### src/rtl/spi_frame_master.sv
`timescale 1ns / 1ps
// spi_frame_master
// Frame-synchronous SPI master in the vgaclk domain. Once per video frame (falling edge
// of vsync when auto_en is set) or on an explicit start pulse it performs one WIDTH-bit
// full-duplex transfer, MSB first. The peripheral drives and samples on SCK falls; this
// master samples miso and advances mosi on SCK rises.
//
// Ports:
//   vgaclk   in   clock
//   reset    in   asynchronous, active-high reset
//   start    in   single-cycle transfer request
//   vsync    in   active-low vertical sync
//   auto_en  in   when 1, a vsync falling edge acts as start
//   tx_data  in   word to transmit, latched at trigger
//   miso     in   serial data from the peripheral
//   sck      out  SPI clock, idles low
//   mosi     out  serial data to the peripheral, MSB first, 0 between transfers
//   cs_b     out  active-low chip select
//   rx_data  out  last completed received word
//   busy     out  transfer in progress
//   done     out  one-cycle pulse when rx_data updates
//   overrun  out  sticky: a trigger arrived while busy and was dropped
module spi_frame_master #(
  parameter int unsigned WIDTH  = 32,
  parameter int unsigned CLKDIV = 4
) (
  input  logic             vgaclk,
  input  logic             reset,
  input  logic             start,
  input  logic             vsync,
  input  logic             auto_en,
  input  logic [WIDTH-1:0] tx_data,
  input  logic             miso,
  output logic             sck,
  output logic             mosi,
  output logic             cs_b,
  output logic [WIDTH-1:0] rx_data,
  output logic             busy,
  output logic             done,
  output logic             overrun
);

  // Bit counter must reach WIDTH itself to mark the final low phase.
  localparam int unsigned    CntW    = $clog2(WIDTH + 1);
  localparam logic [7:0]     DivLoad = 8'(CLKDIV - 1);
  localparam logic [CntW-1:0] AllBits = CntW'(WIDTH);

  typedef enum logic [1:0] {StIdle, StSetup, StShift, StHold} state_e;

  state_e           state_q;
  logic             vsync_q;
  logic [7:0]       cnt_q;
  logic [CntW-1:0]  bit_q;
  logic [WIDTH-1:0] tx_q;
  logic [WIDTH-1:0] rx_q;
  logic             trig;
  logic             phase_end;

  assign trig      = start | (auto_en & vsync_q & ~vsync);
  assign phase_end = (cnt_q == 8'd0);

  always_ff @(posedge vgaclk or posedge reset) begin
    if (reset) begin
      state_q <= StIdle;
      vsync_q <= 1'b1;
      cnt_q   <= 8'd0;
      bit_q   <= '0;
      tx_q    <= '0;
      rx_q    <= '0;
      sck     <= 1'b0;
      mosi    <= 1'b0;
      cs_b    <= 1'b1;
      busy    <= 1'b0;
      done    <= 1'b0;
      overrun <= 1'b0;
      rx_data <= '0;
    end else begin
      vsync_q <= vsync;
      done    <= 1'b0;

      case (state_q)
        StIdle: begin
          if (trig) begin
            tx_q    <= tx_data;
            mosi    <= tx_data[WIDTH-1];
            cnt_q   <= DivLoad;
            bit_q   <= '0;
            cs_b    <= 1'b0;
            busy    <= 1'b1;
            state_q <= StSetup;
          end
        end

        StSetup: begin
          if (!phase_end) begin
            cnt_q <= cnt_q - 8'd1;
          end else begin
            // Rise 0: mosi already holds the MSB from the trigger edge.
            cnt_q   <= DivLoad;
            sck     <= 1'b1;
            rx_q    <= {rx_q[WIDTH-2:0], miso};
            state_q <= StShift;
          end
        end

        StShift: begin
          if (!phase_end) begin
            cnt_q <= cnt_q - 8'd1;
          end else begin
            cnt_q <= DivLoad;
            if (sck) begin
              // Fall: advance to the next bit; tx_q[WIDTH-1] becomes the next mosi value.
              sck   <= 1'b0;
              bit_q <= bit_q + 1'b1;
              tx_q  <= {tx_q[WIDTH-2:0], 1'b0};
            end else if (bit_q == AllBits) begin
              // Low phase of the last bit has elapsed.
              state_q <= StHold;
            end else begin
              sck  <= 1'b1;
              rx_q <= {rx_q[WIDTH-2:0], miso};
              mosi <= tx_q[WIDTH-1];
            end
          end
        end

        StHold: begin
          if (!phase_end) begin
            cnt_q <= cnt_q - 8'd1;
          end else begin
            rx_data <= rx_q;
            done    <= 1'b1;
            busy    <= 1'b0;
            cs_b    <= 1'b1;
            mosi    <= 1'b0;
            state_q <= StIdle;
          end
        end

        default: state_q <= StIdle;
      endcase

      // Requests are never queued while a transfer is in flight.
      if (trig && (state_q != StIdle)) begin
        overrun <= 1'b1;
      end
    end
  end

endmodule

### config.mk
export PLATFORM = sky130hd
export DESIGN_NAME = spi_frame_master
export DESIGN_NICKNAME = d
export VERILOG_FILES = /design/src/rtl/spi_frame_master.sv
export SDC_FILE = /design/constraint.sdc
export NUM_CORES = 1
export LEC_CHECK = 0
export ABC_CLOCK_PERIOD_IN_PS = 4500
export CAP_MARGIN = 20
export CELL_PAD_IN_SITES_DETAIL_PLACEMENT = 0
export CELL_PAD_IN_SITES_GLOBAL_PLACEMENT = 2
export CORE_AREA = 2 2 156 143
export CTS_CLUSTER_SIZE = 30
export DETAILED_ROUTE_END_ITERATION = 8
export DIE_AREA = 0 0 158 145
export PLACE_DENSITY_LB_ADDON = 0.1
export SLEW_MARGIN = 25
export SYNTH_ARGS = -nofsm -noshare
export SYNTH_HDL_FRONTEND = slang
export SYNTH_SLANG_ARGS = --single-unit
### constraint.sdc
create_clock -name vgaclk -period 4.5 [get_ports vgaclk]
set_clock_uncertainty 0.1 [all_clocks]
set_input_delay 0.675 -clock vgaclk [delete_from_list [all_inputs] [get_ports vgaclk]]
set_output_delay 0.675 -clock vgaclk [all_outputs]
set_load 0.01 [all_outputs]
==> run_1/wire_density.png <==
(2 px per micron) The die is cut into 32 by 29 equal tiles; white is low, dark blue is high, scaled to the fullest tile. Values are wire area over tile area, all layers added.
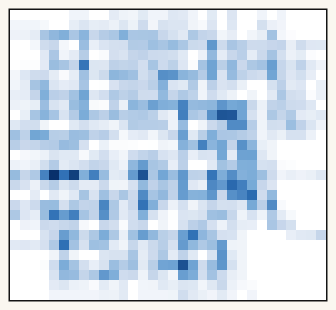
densest ninth of the die: centre
mean over tiles: 0.084
nearly empty tiles: 20%
tiles over half the peak: 8.2%
fullest tile: 0.41
emptiest ninth of the die: lower right
drt wl/cell: 14.6 microns
vias: 3,809

==> run_1/clock_map.png <==
(2 px per micron)
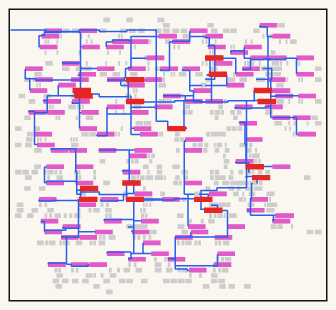
[clock wires] blue | length: 1,780 microns
[flip-flops] magenta | count: 119
[cells driving clock nets] red | count: 17
routed clock nets: 18
flops lie: widely spread
clock network power share: 0.545
Clock Power: 1.40 mW
worst-skew pair later-pin latency: 0.41 ns

==> run_1/zoom.png <==
Window x 64 to 94, y 28 to 58 microns. Cells in grey, sequential cells in the stronger grey; small squares are vias.
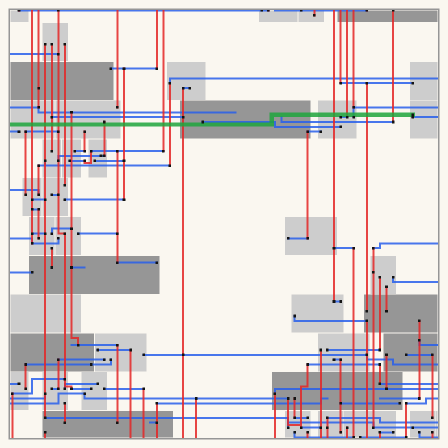
| layer | colour |
|---|---|
| met1 | blue |
| met2 | red |
| met3 | green |
most frequent: o21ai_0 (11), dfrtp_1 (7), mux2i_1 (3)
sequential cells in the window: 7
cells with their middle in the window: 31
netlist names of flops here include: tx_q (4), bit_q (2)

==> results_slide.txt, run 1 <==
Key Metrics from the Run

Global route
  • Number of global-route vias before repair: a little under 4,000
  • Total grt overflow: 0
  • GRT Overall Usage: 0.119
  • Largest net degree at the start of global routing: approximately 79
  • First-pass GRT wire length: roughly 21,000 microns

Logic synthesis
  • Synthesis Warnings: 0
  • Count of library flops with an enable pin: 0
  • Synth Instances: a little under 500
  • Post-synth regs: 119
  • Area contributors post-synth: dfrtp_1 56%, nand2_1 7.1%, o21ai_0 6.5%, mux2i_1 6.3%, mux2_2 6.2%
  • Avg Inst Size Synth: ~11 sq um
  • Synthesized area: 5270 sq um

Critical path
  • CP arrival: ~3.4 ns
  • Critical path required time: approximately 4.7 ns
  • Crit Path Class: reg -> reg

Drt
  • Top sig layer: met4
  • Post-route antenna net violation count: 0

Die
  • Die Wd: around 160 microns
  • Full die area: 22,900 sq um

Finish
  • Fillers: roughly 2,200
  • Nets: roughly 600
  • Share of layout cells above drive strength 1: 0.145

Clock tree
  • Hold-fix buffers at CTS: 0
  • TritonCTS Sinks: about 120
  • Clk slew on worst S/H paths: ~0.05 ns

STA
  • Final setup TNS: 0 ns

Run
  • Max-Cap Viols: 0

Placement
  • Dpl cell area: between 6000 and 7000 sq um

Status
  • Status: complete, no violations

Worst hold path
  • Hold path cells: 2
run 1: through the flow:
stage               setup slack [ns]  cells   util  power, mW  hold slack [ns]
global placement                1.29    826  0.297       1.19            0.360
CTS                             1.26    858  0.325       2.62            0.373
finish                          1.33    858  0.325       2.57            0.369
floorplan                      0.571    482      -       1.14            0.335
global route                   0.919    858  0.325       2.68            0.393
detailed placement              1.28    826  0.297       1.19            0.362
run 1: worst max-delay path, stage by stage, from the launching register on:
cell	delay [ns]
dfrtp_1	0.38
inv_1	0.05
ha_1	0.23
nor3b_1	0.21
nand3_1	0.10
buf_4	0.38
clkinv_1	0.73
or4_1	0.72
a22oi_1	0.16
run 1: per-layer routing:
metal | GRT usage | vias to the layer above
li1 | - | 1834
met1 | 0.167 | 1900
met2 | 0.177 | 65
met3 | 0.0355 | 10
met4 | 0.0338 | 0
met5 | 0 | -
run 1: logic make-up (layout without fill, tap and decap cells):
group	count (synthesis)	after routing	share of synthesized area
DFF	119	119	0.566
and+or+nand+nor	140	140	0.123
buffers and inverters	42	127	0.0352
AOI/OAI and AO/OA	107	107	0.124
muxes	66	66	0.133
adders and majority gates	8	8	0.0190
run 1: final timing paths:
| check | from | to | slack [ns] |
|---|---|---|---|
| hold / removal | cs_b | cs_b | 0.37 |
| setup reg to reg | cnt_q[0] | cnt_q[5] | 1.33 |
| setup / recovery | cnt_q[0] | cnt_q[5] | 1.33 |
| hold reg to reg | cs_b | cs_b | 0.37 |
| min in group asynchronous | reset | rx_data[0] | 0.68 |
| max in group asynchronous | reset | vsync_q | 2.79 |
run 1: where the power goes:
part / internal (mW) / switching [mW] / total, mW
sequential: 1.09 / 0.00682 / 1.09
clock: 0.892 / 0.510 / 1.40
combinational: 0.0399 / 0.0378 / 0.0778
run 1: registers in the layout, summed over array words and instances (netlist names), 2 cells and up:
name     flops
state_q      2
bit_q        6
rx_q        32
rx_data     32
cnt_q        8
tx_q        32
run 1: area by class of cell:
type	instances	area [sq um]	share of cell area
clock buffer	19	443	0.0639
tap	291	364	0.0525
timing repair buffer	83	811	0.117
clock inverter	13	169	0.0244
sequential	119	2980	0.430
multi-input combinational	321	2120	0.305
inverter	12	50.0	0.00722
run 1: cell usage in the layout, fill, tap and decap left out, drive strengths merged, types with 6 or more instances in the layout:
| master | count |
|---|---|
| o31ai | 7 |
| inv | 14 |
| or4 | 7 |
| nor2 | 7 |
| nand2 | 101 |
| clkbuf | 19 |
| mux2 | 33 |
| clkinv | 7 |
| mux2i | 33 |
| dfrtp | 117 |
| o21ai | 68 |
| buf | 8 |
| a22oi | 6 |
| a21oi | 7 |
| clkdlybuf4s50 | 75 |
| ha | 8 |
==> run_1/final_congestion.png <==
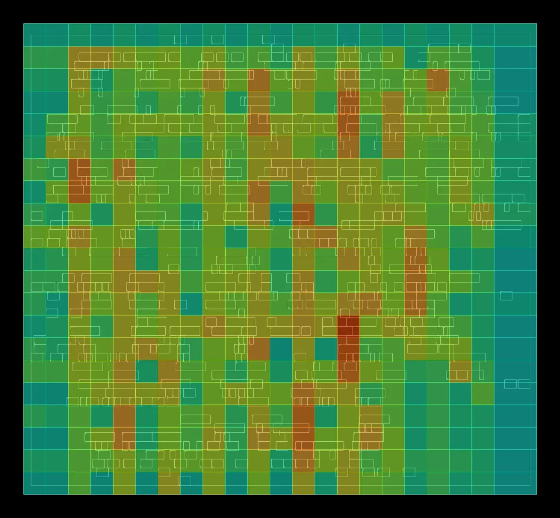

==> run 2: changes to the inputs <==
--- a/config.mk
+++ b/config.mk
@@ -5,7 +5,7 @@
 export SDC_FILE = /design/constraint.sdc
 export NUM_CORES = 1
 export LEC_CHECK = 0
-export ABC_CLOCK_PERIOD_IN_PS = 4500
+export ABC_CLOCK_PERIOD_IN_PS = 3200
 export CAP_MARGIN = 20
 export CELL_PAD_IN_SITES_DETAIL_PLACEMENT = 0
 export CELL_PAD_IN_SITES_GLOBAL_PLACEMENT = 2
==> constraint.sdc (replaced) <==
create_clock -name vgaclk -period 3.2 [get_ports vgaclk]
set_clock_uncertainty 0.1 [all_clocks]
set_input_delay 0.48 -clock vgaclk [delete_from_list [all_inputs] [get_ports vgaclk]]
set_output_delay 0.48 -clock vgaclk [all_outputs]
set_load 0.01 [all_outputs]
==> run_2/final_congestion.png <==
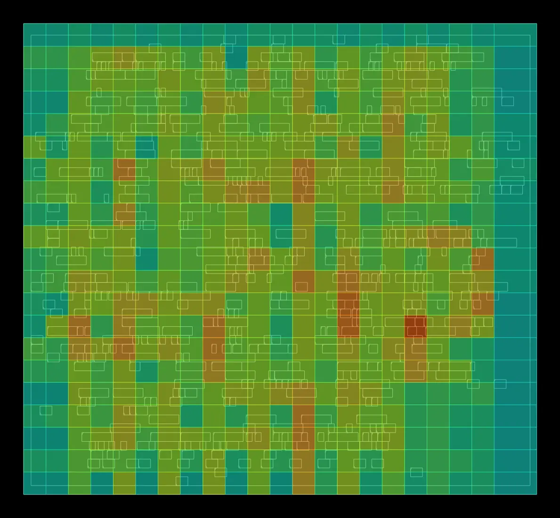
drt wl/cell: 14.7 microns
GR Layer Usage met2: 0.168
GRT Overall Usage: 0.118

==> run_2/gate_families.png <==
(4 px per micron)
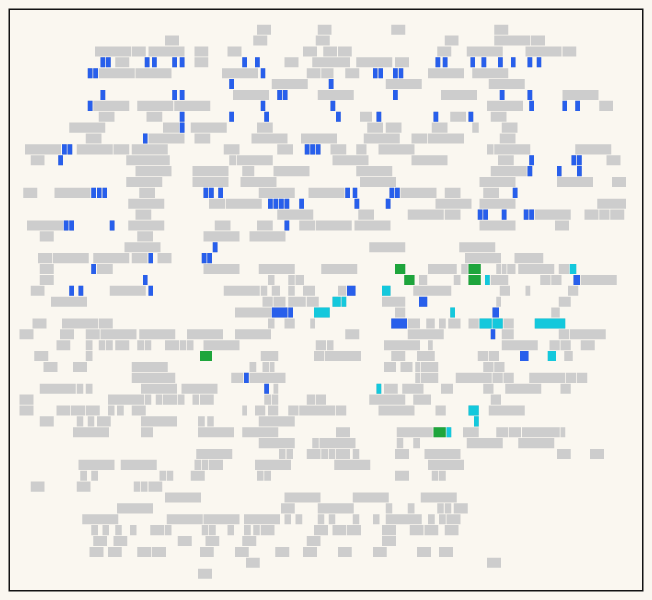
| family | colour | cells |
|---|---|---|
| NAND gates | blue | 107 |
| NOR gates | cyan | 15 |
| AND-OR and OR-AND gates | green | 6 |
fin cells: 861
Comb/total area: 0.304
most numerous logic cell after layout: dfrtp_1

==> results_slide.txt, run 2 <==
Key Metrics from the Run

Status
  • Status: complete, no violations

Critical path
  • Crit Path Class: reg -> reg
  • Reg2Reg Setup Slack: 0.60 ns (-0.74 ns)
  • Maximum fanout along the worst path: 4
  • CP peak stage delay: 0.61 ns (-0.12 ns)
  • Slowest-stage cell, CP: a2111oi_0
  • CP arrival: 2.80 ns (-0.59 ns)
  • Critical path required time: 3.40 ns (-1.32 ns)
  • RR Startpoint: cnt_q[0]
  • Cell chain of the critical path: inv_1 -> ha_1 -> nor4b_1 -> o211ai_1 -> a2111oi_0 -> mux2_2
  • Worst flop-to-flop path endpoint: mosi

STA
  • Final setup TNS: 0 ns (unchanged)
  • # setup viols final: 0

Logic synthesis
  • Area contributors post-synth: dfrtp_1 56%, nand2_1 7.1%, o21ai_0 6.5%, mux2i_1 6.3%, mux2_2 6.2%
  • Post-synth regs: 119 (unchanged)
  • Count of library flops with an enable pin: 0 (unchanged)
  • Synth Instances: 482 (unchanged)
  • Syn Nets: between 500 and 600
  • Synthesis Warnings: 0 (unchanged)
  • Synthesized area: 5270 sq um (unchanged)
  • Avg Inst Size Synth: 10.9 sq um (unchanged)

Global route
  • Initial antenna violation count: 0
  • Number of global-route vias before repair: 3,824 (-3.2%)
  • Largest net degree at the start of global routing: 120 (+52%)
  • Total grt overflow: 0 (unchanged)
  • First-pass GRT wire length: 21,100 microns (-1.3%)

Die
  • Full die area: 22,900 sq um (unchanged)
  • Die Wd: 158 microns (unchanged)

Drt
  • Post-route antenna net violation count: 0 (unchanged)
  • Top sig layer: met4
  • Vias: 3,742 (-1.8%)

Clock tree
  • Clk slew on worst S/H paths: 0.06 ns (about the same)
  • Clk buf depth: 2
  • Hold-fix buffers at CTS: 0 (unchanged)
  • H-tree lvl count: 4
  • TritonCTS Sinks: 119 (unchanged)
  • Worst-skew pair later-pin latency: 0.42 ns (about the same)

Finish
  • Nets: 603 (+0.50%)
  • Top Layout Cells: 117 x dfrtp_1, 100 x nand2_1, 75 x clkdlybuf4s50_1, 68 x o21ai_0, 33 x mux2i_1
  • Share of layout cells above drive strength 1: 0.147 (+0.00275)
  • Top Registers: rx_data: 32 flops, rx_q: 32 flops, tx_q: 32 flops

Worst hold path
  • Worst Hold Launch: rx_data[21]
  • Hold Path End: rx_data[21]

Run
  • Max-Cap Viols: 0 (unchanged)

Pwr
  • LEAKAGE: 3.03 nW
  • Power Density: 507 nW/um^2

Placement
  • Gpl congestion: 0.699
  • HPWL Detailed: 7740 microns
## run 2: cell type report
| type | count | area, sq um |
|---|---|---|
| clock buffer | 18 | 429 |
| clock inverter | 14 | 151 |
| fill | 2234 | 14400 |
| inverter | 12 | 48.8 |
| multi-input combinational | 321 | 2120 |
| sequential | 119 | 2980 |
| tap | 291 | 364 |
| timing repair buffer | 86 | 871 |
## run 2: power by group
| part | switching [mW] | internal [mW] |
|---|---|---|
| Combinational | 0.0524 | 0.0569 |
| Clock | 0.731 | 1.15 |
| Sequential | 0.00976 | 1.53 |
## run 2: stage by stage
step	setup WS (ns)	utilization	hold slack, ns	instance area (sq um)	power [mW]
6_report	0.600	0.327	0.370	6960	3.53
5_1_grt	0.338	0.327	0.380	6960	3.67
4_1_cts	0.586	0.327	0.366	6960	3.59
3_5_place_dp	0.543	0.299	0.362	6380	1.68
3_3_place_gp	0.543	0.299	0.358	6380	1.68
2_1_floorplan	0.819	-	0.335	5270	1.61
## run 2: critical path: cells and delay by family, from the launching register on
family                   cells  cell delay [ns]
AND-OR/OR-AND                2             0.90
AND/OR/NAND/NOR              1             0.43
flip-flops                   1             0.40
multiplexers                 1             0.39
adder cells (fa/ha/maj)      1             0.20
buffers and inverters        1             0.06
## run 2: kinds of logic after synthesis
| group | after synthesis | share of synthesized area |
|---|---|---|
| buffers and inverters | 42 | 0.0352 |
| multiplexers | 66 | 0.133 |
| AND/OR/NAND/NOR | 140 | 0.123 |
| flip-flops | 119 | 0.566 |
| AND-OR/OR-AND | 107 | 0.124 |
| adder cells (fa/ha/maj) | 8 | 0.0190 |
## run 2: worst max-delay path by stage
stage | from | slack [ns] | cells after the start | to
2_1_floorplan | cnt_q[0] | 0.82 | 7 | rx_q[10]
3_3_place_gp | cnt_q[0] | 0.54 | 6 | mosi
3_5_place_dp | vsync | 0.54 | 6 | tx_q[26]
4_1_cts | cnt_q[0] | 0.59 | 6 | mosi
5_1_grt | cnt_q[0] | 0.34 | 6 | mosi
6_report | cnt_q[0] | 0.60 | 6 | mosi
## run 2: routing by layer
metal  up-vias  global-route usage
li1       1844                   -
met1      1830               0.169
met2        57               0.168
met3        11              0.0370
met4         0              0.0405
met5         -                   0
==> run_2/wire_density.png <==
(2 px per micron) The die is cut into 32 by 29 equal tiles; white is low, dark blue is high, scaled to the fullest tile. Values are wire area over tile area, all layers added.
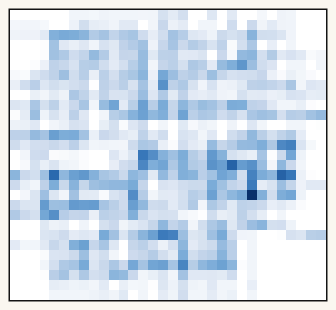

==> run 3: changes to the inputs <==
--- a/config.mk
+++ b/config.mk
@@ -5,7 +5,7 @@
 export SDC_FILE = /design/constraint.sdc
 export NUM_CORES = 1
 export LEC_CHECK = 0
-export ABC_CLOCK_PERIOD_IN_PS = 3200
+export ABC_CLOCK_PERIOD_IN_PS = 2400
 export CAP_MARGIN = 20
 export CELL_PAD_IN_SITES_DETAIL_PLACEMENT = 0
 export CELL_PAD_IN_SITES_GLOBAL_PLACEMENT = 2
==> constraint.sdc (replaced) <==
create_clock -name vgaclk -period 2.4 [get_ports vgaclk]
set_clock_uncertainty 0.1 [all_clocks]
set_input_delay 0.36 -clock vgaclk [delete_from_list [all_inputs] [get_ports vgaclk]]
set_output_delay 0.36 -clock vgaclk [all_outputs]
set_load 0.01 [all_outputs]
==> run_3/wire_density.png <==
(2 px per micron) The die is cut into 32 by 29 equal tiles; white is low, dark blue is high, scaled to the fullest tile. Values are wire area over tile area, all layers added.
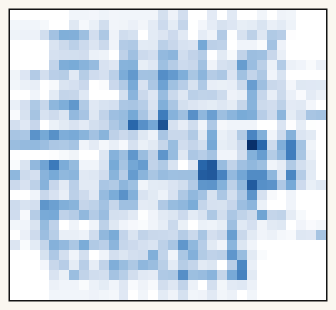
emptiest ninth of the die: lower right
nearly empty tiles: 18%
tiles over half the peak: 6.8%
GRT Overall Usage: 0.119
drt wl/cell: 15.1 microns
vias: 3,882
drt total wl: 13,400 microns

==> run_3/zoom.png <==
Window x 64 to 94, y 28 to 58 microns. Cells in grey, sequential cells in the stronger grey; small squares are vias.
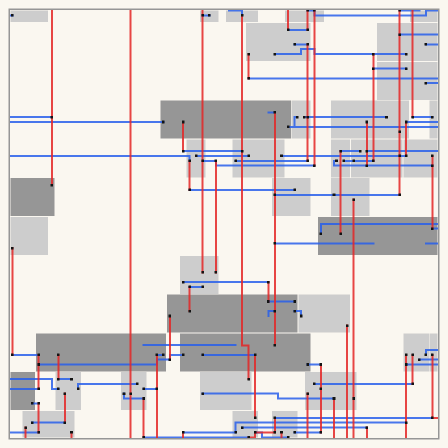
| layer | colour |
|---|---|
| met2 | red |
| met1 | blue |
sequential cells in the window: 5
most frequent: o21ai_0 (5), dfrtp_1 (5)
netlist names of flops here include: state_q (2), tx_q (2)
cells with their middle in the window: 27

==> results_slide.txt, run 3 <==
Key Metrics from the Run

Status
  • Status: complete, no violations

Die
  • Full die area: 22,900 sq um (unchanged)
  • Die Wd: 158 microns (unchanged)

Finish
  • Design area: 7280 sq um (+4.6%)
  • Share of layout cells above drive strength 1: 0.183 (+0.0354)
  • Top Layout Cells: 117 x dfrtp_1, 100 x nand2_1, 75 x clkdlybuf4s50_1, 68 x o21ai_0, 33 x mux2i_1
  • Fillers: 2,204 (-1.3%)

Drt
  • Post-route antenna net violation count: 0 (unchanged)

Run
  • Max-Cap Viols: 0 (unchanged)

Clock tree
  • Clk buf depth: 2 (unchanged)
  • Hold-fix buffers at CTS: 0 (unchanged)
  • TritonCTS Sinks: 119 (unchanged)

Logic synthesis
  • Synthesis Warnings: 0 (unchanged)
  • Avg Inst Size Synth: 10.9 sq um (unchanged)
  • Syn Nets: 528 (unchanged)
  • Synth Instances: 482 (unchanged)
  • Count of library flops with an enable pin: 0 (unchanged)

Critical path
  • Cell chain of the critical path: inv_1 -> ha_2 -> nor4b_4 -> buf_4 -> o211ai_1 -> a221oi_4 -> buf_6 -> clkbuf_16 -> mux2_2
  • CP peak stage delay: 0.37 ns (-0.24 ns)
  • Critical path required time: 2.59 ns (-0.81 ns)
  • Worst flop-to-flop path endpoint: rx_q[31]

Global route
  • Initial antenna violation count: 0 (unchanged)
  • Total grt overflow: 0 (unchanged)
  • Number of global-route vias before repair: 3,988 (+4.3%)

Placement
  • Dpl cell area: 6490 sq um (+1.8%)
  • HPWL Detailed: 8120 microns (+4.9%)

Pwr
  • Clock network power share: 0.543 (+0.009)
  • Sw Share: 0.206 (-0.0191)
  • Internal Power: 3.81 mW (+40%)
  • Combinational Power Share: 0.031 (about the same)

STA
  • Hold slack final: 0.282 ns (-0.0886 ns)
-- run 3: final cells by class --
class,instances,area (sq um),area share
clock buffers,22,474,0.0651
clock inverters,8,121,0.0167
inverters,12,48.8,0.00670
multi-input cells,321,2200,0.302
flip-flops and latches,119,2980,0.409
well taps,291,364,0.0500
repair buffers,109,1090,0.150
-- run 3: routing by layer --
layer  global-route usage  routed length [microns]  up-vias
met4               0.0365                      125        0
met5                    0                        0        -
met1                0.166                     6800     1933
met3               0.0373                      509        9
met2                0.177                     5920       61
li1                     -                        -     1879
-- run 3: kinds of logic after synthesis --
kind of cell    Yosys count  synth area share
fa+ha+maj                 8            0.0190
mux                      66             0.133
simple gates            140             0.123
buf+inv                  42            0.0352
flops                   119             0.566
compound gates          107             0.124
-- run 3: worst max-delay path: cells and delay by family, from the launching register on --
kind | cells | cell delay, ns
AOI/OAI and AO/OA | 2 | 0.52
adders and majority gates | 1 | 0.19
buffers and inverters | 4 | 0.53
DFF | 1 | 0.37
muxes | 1 | 0.32
and+or+nand+nor | 1 | 0.19
-- run 3: power by group through the flow --
stage / Combinational (mW) / Clock (mW) / Sequential, mW
CTS: 0.154 / 2.68 / 2.05
floorplan: 0.0624 / 0 / 2.08
global placement: 0.151 / 0 / 2.08
global route: 0.168 / 2.77 / 2.05
detailed placement: 0.153 / 0 / 2.08
finish: 0.147 / 2.61 / 2.05
-- run 3: worst max path at each step --
stage	from	to	slack, ns	cells after the start
floorplan	cnt_q[0]	rx_q[10]	0.02	7
global placement	cnt_q[0]	rx_q[6]	0.07	8
detailed placement	cnt_q[0]	mosi	0.01	7
CTS	cnt_q[0]	rx_q[21]	0.0006	8
global route	cnt_q[1]	rx_q[29]	-0.04	9
finish	cnt_q[1]	rx_q[31]	0.05	9
-- run 3: metrics by stage --
step,util,TNS [ns],std cells,power (mW),setup WS (ns)
after floorplan,-,0,482,2.14,0.0192
after detailed placement,0.305,0,844,2.24,0.0116
after CTS,0.333,0,874,4.89,0.000634
after global routing,0.342,-0.930,882,4.99,-0.0440
after global placement,0.305,0,844,2.23,0.0654
final,0.342,0,882,4.80,0.0503
-- run 3: what timing repair did --
action / 4_1_cts / 5_1_grt
setup endpoints to repair: 1 / 58
setup buffers: 0 / 5
gates resized: 1 / 22
endpoints found under the hold margin: 0 / 0
pin swaps: 0 / 3
cloned: 0 / 3
Power figures rest on the tool's default switching activity, not on a simulated workload.
